[config.mk]
export PLATFORM = sky130hd
export DESIGN_NAME = scan_timer
export DESIGN_NICKNAME = d
export VERILOG_FILES = /design/src/rtl/timer_pkg.sv /design/src/rtl/scan_timer_seg7_decode.sv /design/src/rtl/scan_timer.sv
export SDC_FILE = /design/constraint.sdc
export NUM_CORES = 1
export LEC_CHECK = 0
export CORE_UTILIZATION = 40
export CTS_CLUSTER_DIAMETER = 50
export DETAILED_ROUTE_END_ITERATION = 6
export SYNTH_ARGS = -nofsm -noshare
export SYNTH_HDL_FRONTEND = slang
export SYNTH_HIERARCHICAL = 1
export SYNTH_SLANG_ARGS = --single-unit
export TNS_END_PERCENT = 50
[constraint.sdc]
create_clock -name clk -period 5 [get_ports clk]
set_clock_uncertainty 0.2 [all_clocks]
set_input_delay 0.75 -clock clk [delete_from_list [all_inputs] [get_ports clk]]
set_output_delay 0.75 -clock clk [all_outputs]
set_load 0.02 [all_outputs]
[src/rtl/timer_pkg.sv]
// Shared constants for the MM:SS scan timer.
//   - control codes carried on the scan_timer state input
//   - active-low seven-segment patterns {g,f,e,d,c,b,a} for digits 0-9
//   - blank pattern and the reset values of the display outputs
//   - onecold(): scan index to active-low anode vector
package timer_pkg;

  localparam logic [1:0] ST_RESET = 2'd2;
  localparam logic [1:0] ST_RUN   = 2'd1;

  localparam logic [6:0] SEG_0     = 7'h40;
  localparam logic [6:0] SEG_1     = 7'h79;
  localparam logic [6:0] SEG_2     = 7'h24;
  localparam logic [6:0] SEG_3     = 7'h30;
  localparam logic [6:0] SEG_4     = 7'h19;
  localparam logic [6:0] SEG_5     = 7'h12;
  localparam logic [6:0] SEG_6     = 7'h02;
  localparam logic [6:0] SEG_7     = 7'h78;
  localparam logic [6:0] SEG_8     = 7'h00;
  localparam logic [6:0] SEG_9     = 7'h10;
  localparam logic [6:0] SEG_BLANK = 7'h7F;

  localparam logic [3:0] AN_RESET  = 4'b1110;
  localparam logic [7:0] SEG_RESET = 8'hC0;

  // Exactly one bit low: the anode of the selected digit.
  function automatic logic [3:0] onecold(input logic [1:0] idx);
    return ~(4'b0001 << idx);
  endfunction

endpackage

[src/rtl/scan_timer_seg7_decode.sv]
// seg7_decode: purely combinational BCD to seven-segment decoder.
//   bcd : 4-bit digit value
//   seg : active-low segments {g,f,e,d,c,b,a}; values 10-15 show blank
module seg7_decode
  import timer_pkg::*;
(
  input  logic [3:0] bcd,
  output logic [6:0] seg
);

  always_comb begin
    seg = SEG_BLANK;
    case (bcd)
      4'd0: seg = SEG_0;
      4'd1: seg = SEG_1;
      4'd2: seg = SEG_2;
      4'd3: seg = SEG_3;
      4'd4: seg = SEG_4;
      4'd5: seg = SEG_5;
      4'd6: seg = SEG_6;
      4'd7: seg = SEG_7;
      4'd8: seg = SEG_8;
      4'd9: seg = SEG_9;
      default: seg = SEG_BLANK;
    endcase
  end

endmodule

[src/rtl/scan_timer.sv]
// scan_timer: MM:SS stopwatch with a multiplexed four-digit display.
//   clk         : system clock, the only clock
//   rst         : asynchronous active-high reset
//   state       : RESET_STATE clears, RUN_STATE counts, any other code pauses
//   oneHz_CLK   : one-clk pulse per second (enable)
//   display_CLK : one-clk digit refresh pulse (enable)
//   seg         : active-low cathodes {dp,g,f,e,d,c,b,a}, registered
//   an          : active-low anodes, an[3] leftmost, registered
//   bcd_time    : {min_tens,min_ones,sec_tens,sec_ones}
//
// Handshake: there is none; oneHz_CLK and display_CLK are single-cycle
// enables sampled on every rising clk edge, with no back-pressure.
module scan_timer
  import timer_pkg::*;
#(
  parameter logic [1:0] RESET_STATE = ST_RESET,
  parameter logic [1:0] RUN_STATE   = ST_RUN
) (
  input  logic        clk,
  input  logic        rst,
  input  logic [1:0]  state,
  input  logic        oneHz_CLK,
  input  logic        display_CLK,
  output logic [7:0]  seg,
  output logic [3:0]  an,
  output logic [15:0] bcd_time
);

  logic [3:0] sec_ones_q, sec_tens_q, min_ones_q, min_tens_q;
  logic [3:0] sec_ones_d, sec_tens_d, min_ones_d, min_tens_d;
  logic [1:0] scan_idx_q, scan_idx_d;
  logic       blink_q, blink_d;
  logic       running, clearing, paused, advance;
  logic [3:0] digit_sel;
  logic [6:0] digit_seg;
  logic       dp_n;

  assign running  = (state == RUN_STATE);
  assign clearing = (state == RESET_STATE);
  assign paused   = !running && !clearing;
  assign advance  = running && oneHz_CLK;

  // BCD count with a digit-by-digit carry chain; 59:59 wraps silently.
  always_comb begin
    sec_ones_d = sec_ones_q;
    sec_tens_d = sec_tens_q;
    min_ones_d = min_ones_q;
    min_tens_d = min_tens_q;
    if (clearing) begin
      sec_ones_d = 4'd0;
      sec_tens_d = 4'd0;
      min_ones_d = 4'd0;
      min_tens_d = 4'd0;
    end else if (advance) begin
      if (sec_ones_q == 4'd9) begin
        sec_ones_d = 4'd0;
        if (sec_tens_q == 4'd5) begin
          sec_tens_d = 4'd0;
          if (min_ones_q == 4'd9) begin
            min_ones_d = 4'd0;
            min_tens_d = (min_tens_q == 4'd5) ? 4'd0 : min_tens_q + 4'd1;
          end else begin
            min_ones_d = min_ones_q + 4'd1;
          end
        end else begin
          sec_tens_d = sec_tens_q + 4'd1;
        end
      end else begin
        sec_ones_d = sec_ones_q + 4'd1;
      end
    end
  end

  assign scan_idx_d = display_CLK ? scan_idx_q + 2'd1 : scan_idx_q;
  // Colon blink phase only moves while paused.
  assign blink_d    = blink_q ^ (paused & oneHz_CLK);

  // Display samples the pre-update count so a coincident second tick
  // shows up on the following refresh, never half-applied.
  always_comb begin
    digit_sel = sec_ones_q;
    case (scan_idx_d)
      2'd0: digit_sel = sec_ones_q;
      2'd1: digit_sel = sec_tens_q;
      2'd2: digit_sel = min_ones_q;
      2'd3: digit_sel = min_tens_q;
      default: digit_sel = sec_ones_q;
    endcase
  end

  seg7_decode u_decode (
    .bcd (digit_sel),
    .seg (digit_seg)
  );

  // Colon lives on digit 2: steady while running, blinking while paused.
  assign dp_n = !((scan_idx_d == 2'd2) && (running || !blink_d));

  always_ff @(posedge clk or posedge rst) begin
    if (rst) begin
      sec_ones_q <= 4'd0;
      sec_tens_q <= 4'd0;
      min_ones_q <= 4'd0;
      min_tens_q <= 4'd0;
      scan_idx_q <= 2'd0;
      blink_q    <= 1'b0;
      an         <= AN_RESET;
      seg        <= SEG_RESET;
    end else begin
      sec_ones_q <= sec_ones_d;
      sec_tens_q <= sec_tens_d;
      min_ones_q <= min_ones_d;
      min_tens_q <= min_tens_d;
      scan_idx_q <= scan_idx_d;
      blink_q    <= blink_d;
      an         <= onecold(scan_idx_d);
      seg        <= {dp_n, digit_seg};
    end
  end

  assign bcd_time = {min_tens_q, min_ones_q, sec_tens_q, sec_ones_q};

endmodule
Figure 1. Routed metal, one colour a layer (run 1).
The bar under the picture is 20 um long. Two of the layers only.
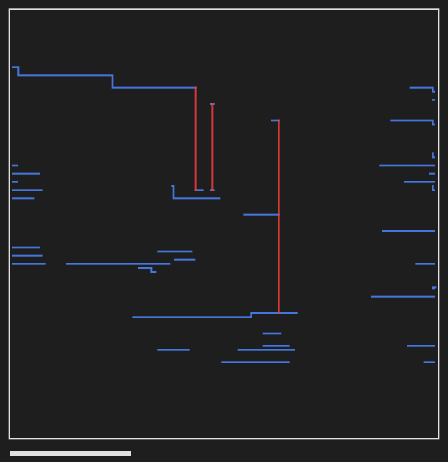
Key: red = metal 4 [wire length 63.2 um]; blue = metal 3 [wire length 228 um]
Total Routing Usage GR: 0.191
Routed wire per std cell: 15.9 um
vias: 1538
drt total wl: 4350 um

Figure 2. Congestion heat map (run 1).
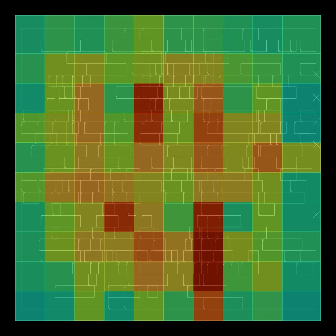
met1 GRT Util: 0.267
GRT Max-Usage Layer: met2
met3 track demand over resource: 0.0399
met2 track demand over resource: 0.281

Figure 3. Sequential cells grouped by signal name (run 1).
The bar under the picture is 20 um long.
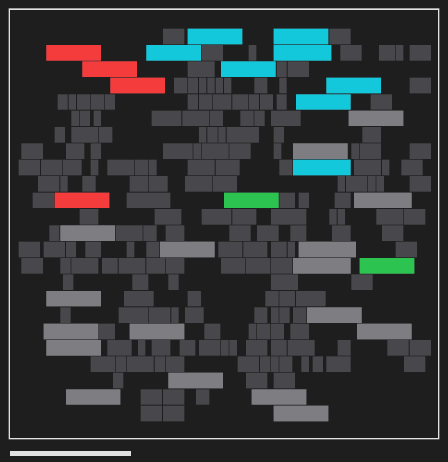
Key: red = `sec_ones_q` [flops 4, where north-west]; cyan = `seg` [flops 8]; green = `scan_idx_q` [flops 2]
Another 17 sequential cells are not coloured.
flip-flop and latch area: 782 um2
reported sequential group power: 0.378 mW
Finished Core Util: 0.529
fraction of area in registers: 0.331

==> notes.md, run 1 <==
Quick summary of the implementation run below.

The detailed placer's ending HPWL is 3030 um. The die extent in x is 71.0 um. The number of antenna violations at the first check in global routing came out at 0. The post-synth area from yosys stat came out at 1910 um2.

TritonCTS built the clock tree. The total die area came out at 5040 um2. The total number of placement rows is 24.

The first-iteration detailed-routing DRC count came out at 76. The top cell type in the final layout, fill and taps aside, is sky130_fd_sc_hd__clkdlybuf4s50_1. The adder-cell share of the synthesized area came out at 0.0985.

The shortest clock period the worst path allows after layout came out at 3.10 ns. The worst supply voltage drop on vdd is 151 uV. The power of the clock network came out at 0.218 mW. The worst-case reg-to-reg setup slack stands at 2.38 ns. In the synthesized netlist, the cells that appear most often are 26 x sky130_fd_sc_hd__dfrtp_1, 15 x sky130_fd_sc_hd__ha_1, 13 x sky130_fd_sc_hd__inv_1.

For reference, the mux area share after synthesis is 0.0985. The per-cell via count in the routed design came out at 5.63. The number of flip-flops and latches in the synthesized netlist came out at 31. The number of cells on the worst hold path is listed as 1.

The final reports fail on DRC. The final worst slack is 1.90 ns. Warnings raised by the tools during the run amount to 35.

The vertical die dimension is 71.0 um. Of the total power, the share spent switching nets is 0.353. The number of global-route vias before repair was 1567. The weighted congestion reported at the end of routability-driven placement is 0.797.

The worst setup path is of the primary input to flip-flop kind. During I/O placement, the number of pins put on the boundary was 34. The clock-pin transition on the worst setup and hold timing paths is 0.07 ns. The arrival time reported for the critical path endpoint is 3.06 ns. The count of synthesis-stage warnings from yosys came out at 6.

Across all checked pins, the minimum headroom to the slew limit is 0.478. The total inserted antenna cells came out at 0. The power in combinational cells is 0.402 mW. The total number of cells along the worst setup path came out at 9. The start point of the critical path is display_CLK. The count of plain and timing-repair buffers in the layout came out at 34. The multi-input combinational cell count is 135. The script extracted a net switching power of 0.352 mW. The cell total after placement came out at 265. The number of clock buffers added by TritonCTS is 5. Per the Yosys statistics, synthesis produced 186 cells.

The combinational fraction of design power came out at 0.403. In the power breakdown, the biggest contributor is combinational logic. Entering global routing, the biggest net connects 32 pins. In this run, distinct cell masters in the synthesized netlist total 49. Yosys mapped a number of flops with a built-in enable equal to 0. The final count of pins violating max slew came out at 0. The maximum count of clock buffers along a single path came out at 2. The summed area of non-filler cells in the final layout is 2370 um2. Of the total power, the clock network draws 0.219. For reference, the top cells by area after synthesis are sky130_fd_sc_hd__dfrtp_1 34%, sky130_fd_sc_hd__ha_1 9.8%, sky130_fd_sc_hd__dfstp_2 6.9%, sky130_fd_sc_hd__mux2_2 5.3%, sky130_fd_sc_hd__mux2i_1 3.2%. Across the run, the number of max-cap violations was 0. The end of the worst register-to-register path is seg[3]$_DFF_PP0_. The number of nets at floorplan is 207. The leakage component of the power is 1.08 nW. The run finished, with violations left.

The share of synthesized cell area in and-or and or-and compound cells is 0.107. The netlist area before placement is 1910 um2. Per Yosys stat, the portion of area used by sequential elements is 0.410. The largest total area in the synthesized netlist belongs to sky130_fd_sc_hd__dfrtp_1. The type of element capturing the critical path is a flip-flop.

The clock H-tree reported by CTS has 2 levels. The length in cells of the worst reg-to-reg path is 8. The total power consumption of the routed design came out at 0.997 mW. Per the area breakdown, the dominant cell category is combinational gates. Timing would allow up to 322 MHz.

The post-detailed-route count of antenna-violating nets is 0. The mean post-synth cell area is 10.2 um2. The areal power density over the cells is 421 nW/um2. The most frequent cell after synthesis is sky130_fd_sc_hd__dfrtp_1. The path with the worst hold slack has its endpoint at blink_q$_DFF_PP0_. The simple-gate portion of the synthesized area is 0.220. Following the worst setup path forward leads to its endpoint at seg[3]$_DFF_PP0_.

The register containing the most flip-flops in the final layout is seg. The layout report lists the multi-input gate area as 1030 um2. Per the post-place timing report, worst setup slack is 1.60 ns. Per the final layout report, the fraction of cells sized above drive strength 1 comes to 0.131.

The signal on the critical path passes through clkdlybuf4s50_1, and3_2, nor2_2, mux2i_1, inv_1, ha_1, or2_1, a21oi_2, a31oi_1. The sequential cell fraction of total power came out at 0.379. Summed over all nets, wire length on met3 after detailed routing comes to 227 um. The internal portion of the total power is 0.645 mW. The total congestion overflow came out at 0. The fraction of synthesis flops using an asynchronous set or reset pin came out at 1.00. Setup repair after global routing left no endpoint under its margin. The commonest register cell is sky130_fd_sc_hd__dfrtp_1. At the floorplan stage, the core utilization is reported as 0.426. The count of fill cells added during filler insertion is 385. The DRC violations left is 5. The layout report gives the multi-input gate share of total cell area as 0.436. The critical path's top delay family is simple AND/OR/NAND/NOR gates.

The number of instances in the synthesized netlist came out at 186. The core area came out at 4470 um2. The number of nets at the end of the flow is 241. STA lists the startpoint of the worst register-to-register path as scan_idx_q[1]$_DFF_PP0_.

From the final report, the count of setup violators was given as 0. In this run, post-CTS repair resized a total of 0 instances. The count of non-CTS inverters in the layout came out at 13. The launch point of the worst min-delay path is recorded as blink_q$_DFF_PP0_. Looking at the critical path, the single cell with the biggest stage delay is sky130_fd_sc_hd__clkdlybuf4s50_1.

The clock buffer and inverter area fraction after layout came out at 0.0423. The wire length of the first global-routing pass came out at 7360 um. The number of buffer and inverter instances along the worst setup path came out at 2. The highest metal layer carrying signal wires in the routed design is met4. The share of the synthesized area in the top cell type is 0.341. The number of sinks driven by the clock tree came out at 31. The layout sequential cell count is 31. Excluding fillers, the count of instances in the completed layout stands at 273. The placement report lists the number of port buffers as 33. The met2 layer wire length in the routed design is 1910 um. The number of detailed-route iterations in the first pass is 7. The timing report gives the biggest stage delay along the critical path as 0.51 ns.

The number of failing hold endpoints at the final stage is 0. The required time reported for the critical path endpoint came out at 4.96 ns. The maximum fanout along the worst path came out at 6. In the layout the commonest cells are 33 x sky130_fd_sc_hd__clkdlybuf4s50_1, 26 x sky130_fd_sc_hd__dfrtp_1, 15 x sky130_fd_sc_hd__ha_1. The portion of the layout cell area used by non-clock buffers is 0.143. The floorplan report lists the tap cell count as 52.
Figure 4. Gate-type map (run 1).
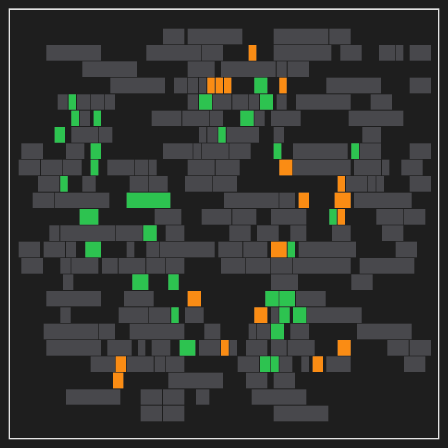

==> inputs of run 2 (changes only) <==
- PLACE_DENSITY: unset -> 0.66
- clock period: 5 -> 2.8 ns (I/O delays scaled with it)
Figure 5. Gate-type map (run 2).
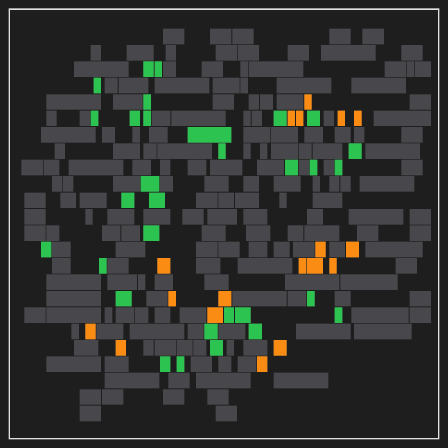
Key: green = nand cells [cells 31, most used nand2_1]; orange = nor cells [cells 18, most used nor2_1]
number of standard cells in the layout, taps in and fillers out: 279
share of cell area taken by multi-input logic gates: 0.428
most common cell after layout, fill and taps aside: sky130_fd_sc_hd__clkdlybuf4s50_1

==> run 2 against run 1 <==
Compared with the run above: the flow still finishes with violations (DRC); non-clock buffer count rose by 6; count of clock-buffer cells in the layout did not move; via count fell by 1.7%; worst setup slack got worse by 1.6 ns; combinational power rose by 89%; cell count rose by 2.2%; sequential power rose by 76%; cell area rose by 1.9%; clock power rose by 73%; worst hold slack improved by 0.0051 ns; largest cell class unchanged; highest routed layer unchanged.
==> notes.md, run 2 <==
Quick summary of the implementation run below.

The met2 layer wire length in the routed design is 1870 um. Across all setup checks in the final design, the least slack found is 0.326 ns. The timing-limited maximum frequency came out at 404 MHz. The count of plain and timing-repair buffers in the layout is 40. The clock buffer and inverter area fraction after layout is 0.0415. The required time reported for the critical path endpoint is 2.75 ns.

Setup repair after global routing left no endpoint under its margin. Per the post-CTS timing run, clock transition at the registers of the reported paths is 0.06 ns. By instance count after routing, the leading logic cell types are 33 x sky130_fd_sc_hd__clkdlybuf4s50_1, 26 x sky130_fd_sc_hd__dfrtp_1, 15 x sky130_fd_sc_hd__ha_1. The TritonCTS clock tree is built.

The final reports fail on DRC. Yosys mapped a number of flops with a built-in enable equal to 0. The max-capacitance violation count came out at 0.

Pins over their slew limit in the final report were tallied at 0. Port buffering added 33 buffers. seg holds more flip-flops than any other register. The core area is 4470 um2. The power attributed to sequential cells is 0.665 mW. The multi-input combinational cell count came out at 135. Yosys mapped the design onto 49 distinct sky130hd cell types. The CTS report gives the tree buffer count as 5.

Wires add up to 4000 um. The number of gates resized after cts is 0. The number of antenna violations at the first check in global routing is 0. For this sky-water flow run, the detailed-routed wirelength per cell is reported as 14.3 um. The leakage component of the power is 1.11 nW. During synthesis, Yosys emitted a total of 6 warnings. Once detail routing completed, the nets flagged for antenna violations numbered 0. Of the cells placed in the final design, the portion with a size suffix greater than 1 is 0.154.

According to the dpl log, the detail-placed design has an HPWL of 2870 um. The biggest area consumer among synthesized cells is sky130_fd_sc_hd__dfrtp_1. Per the synth stats, the proportion of register bits with asynchronous set or reset is 1.00. The biggest slice of the area belongs to combinational gates. The number of vias after detailed routing came out at 1512. The first global-routing pass estimated 7020 um of wire. Looking at the gate-level netlist, the highest instance count belongs to sky130_fd_sc_hd__dfrtp_1. Hold analysis lists the worst path endpoint as blink_q$_DFF_PP0_. Global routing put the most usage on met2. The highest layer touched by signal routing is met4. The average instance in the mapped netlist occupies 10.2 um2. The clock share of power came out at 0.210.

The capture point of the critical path was reported as seg[3]$_DFF_PP0_. The category of the critical setup timing path is primary input to flip-flop. Counting instances in the post-synthesis netlist gives the leading cell types as 26 x sky130_fd_sc_hd__dfrtp_1, 15 x sky130_fd_sc_hd__ha_1, 13 x sky130_fd_sc_hd__inv_1.

The critical path runs through a total of 8 cells. Per report_power, the top consumer among the power groups is combinational logic. The timing report gives the biggest stage delay along the critical path as 0.54 ns. Together, buffers and inverters on the worst path number 1. The per-cell via count in the routed design is 5.42.

The total inserted antenna cells came out at 0. The type of element capturing the critical path is a flip-flop. The pre-CTS worst setup slack is 0.0471 ns.

The shortest clock period the worst path allows after layout is 2.47 ns. The most used flip-flop cell after synthesis is sky130_fd_sc_hd__dfrtp_1. The die extent in x is 71.0 um. The number of sinks driven by the clock tree came out at 31. IR analysis of the VDD net gives a maximum drop of 257 uV.

The netlist area before placement is 1910 um2. The portion of the layout cell area used by non-clock buffers came out at 0.159. The number of detailed-route iterations in the first pass is 6. The count of non-CTS inverters in the layout came out at 13. The source of the worst register-to-register timing path is scan_idx_q[1]$_DFF_PP0_.

The flow ran to the end, but the final reports show violations. The launch point of the worst min-delay path is recorded as blink_q$_DFF_PP0_. Including well taps, the total number of placed cells is 271. In this run the critical register-to-register path is captured at seg[3]$_DFF_PP0_. The total die area is 5040 um2.

The number of failing hold endpoints at the final stage is 0. The DRC violations left came out at 8.
Figure 6. Cells coloured by class (run 2).
The bar under the picture is 20 um long.
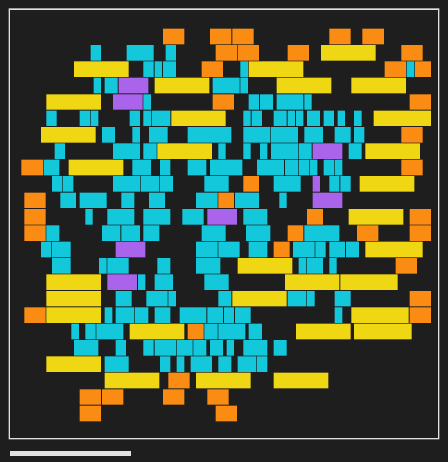
Key: purple = clock drivers and dummy loads [cells 8]; orange = remaining buffers and delay cells [cells 40]; yellow = sequential cells [cells 31]; cyan = combinational and other logic [cells 148]
fraction of area in registers: 0.324
finished layout cell area: 2410 um2

No activity file was given, so power comes from the tool's default toggle rates.
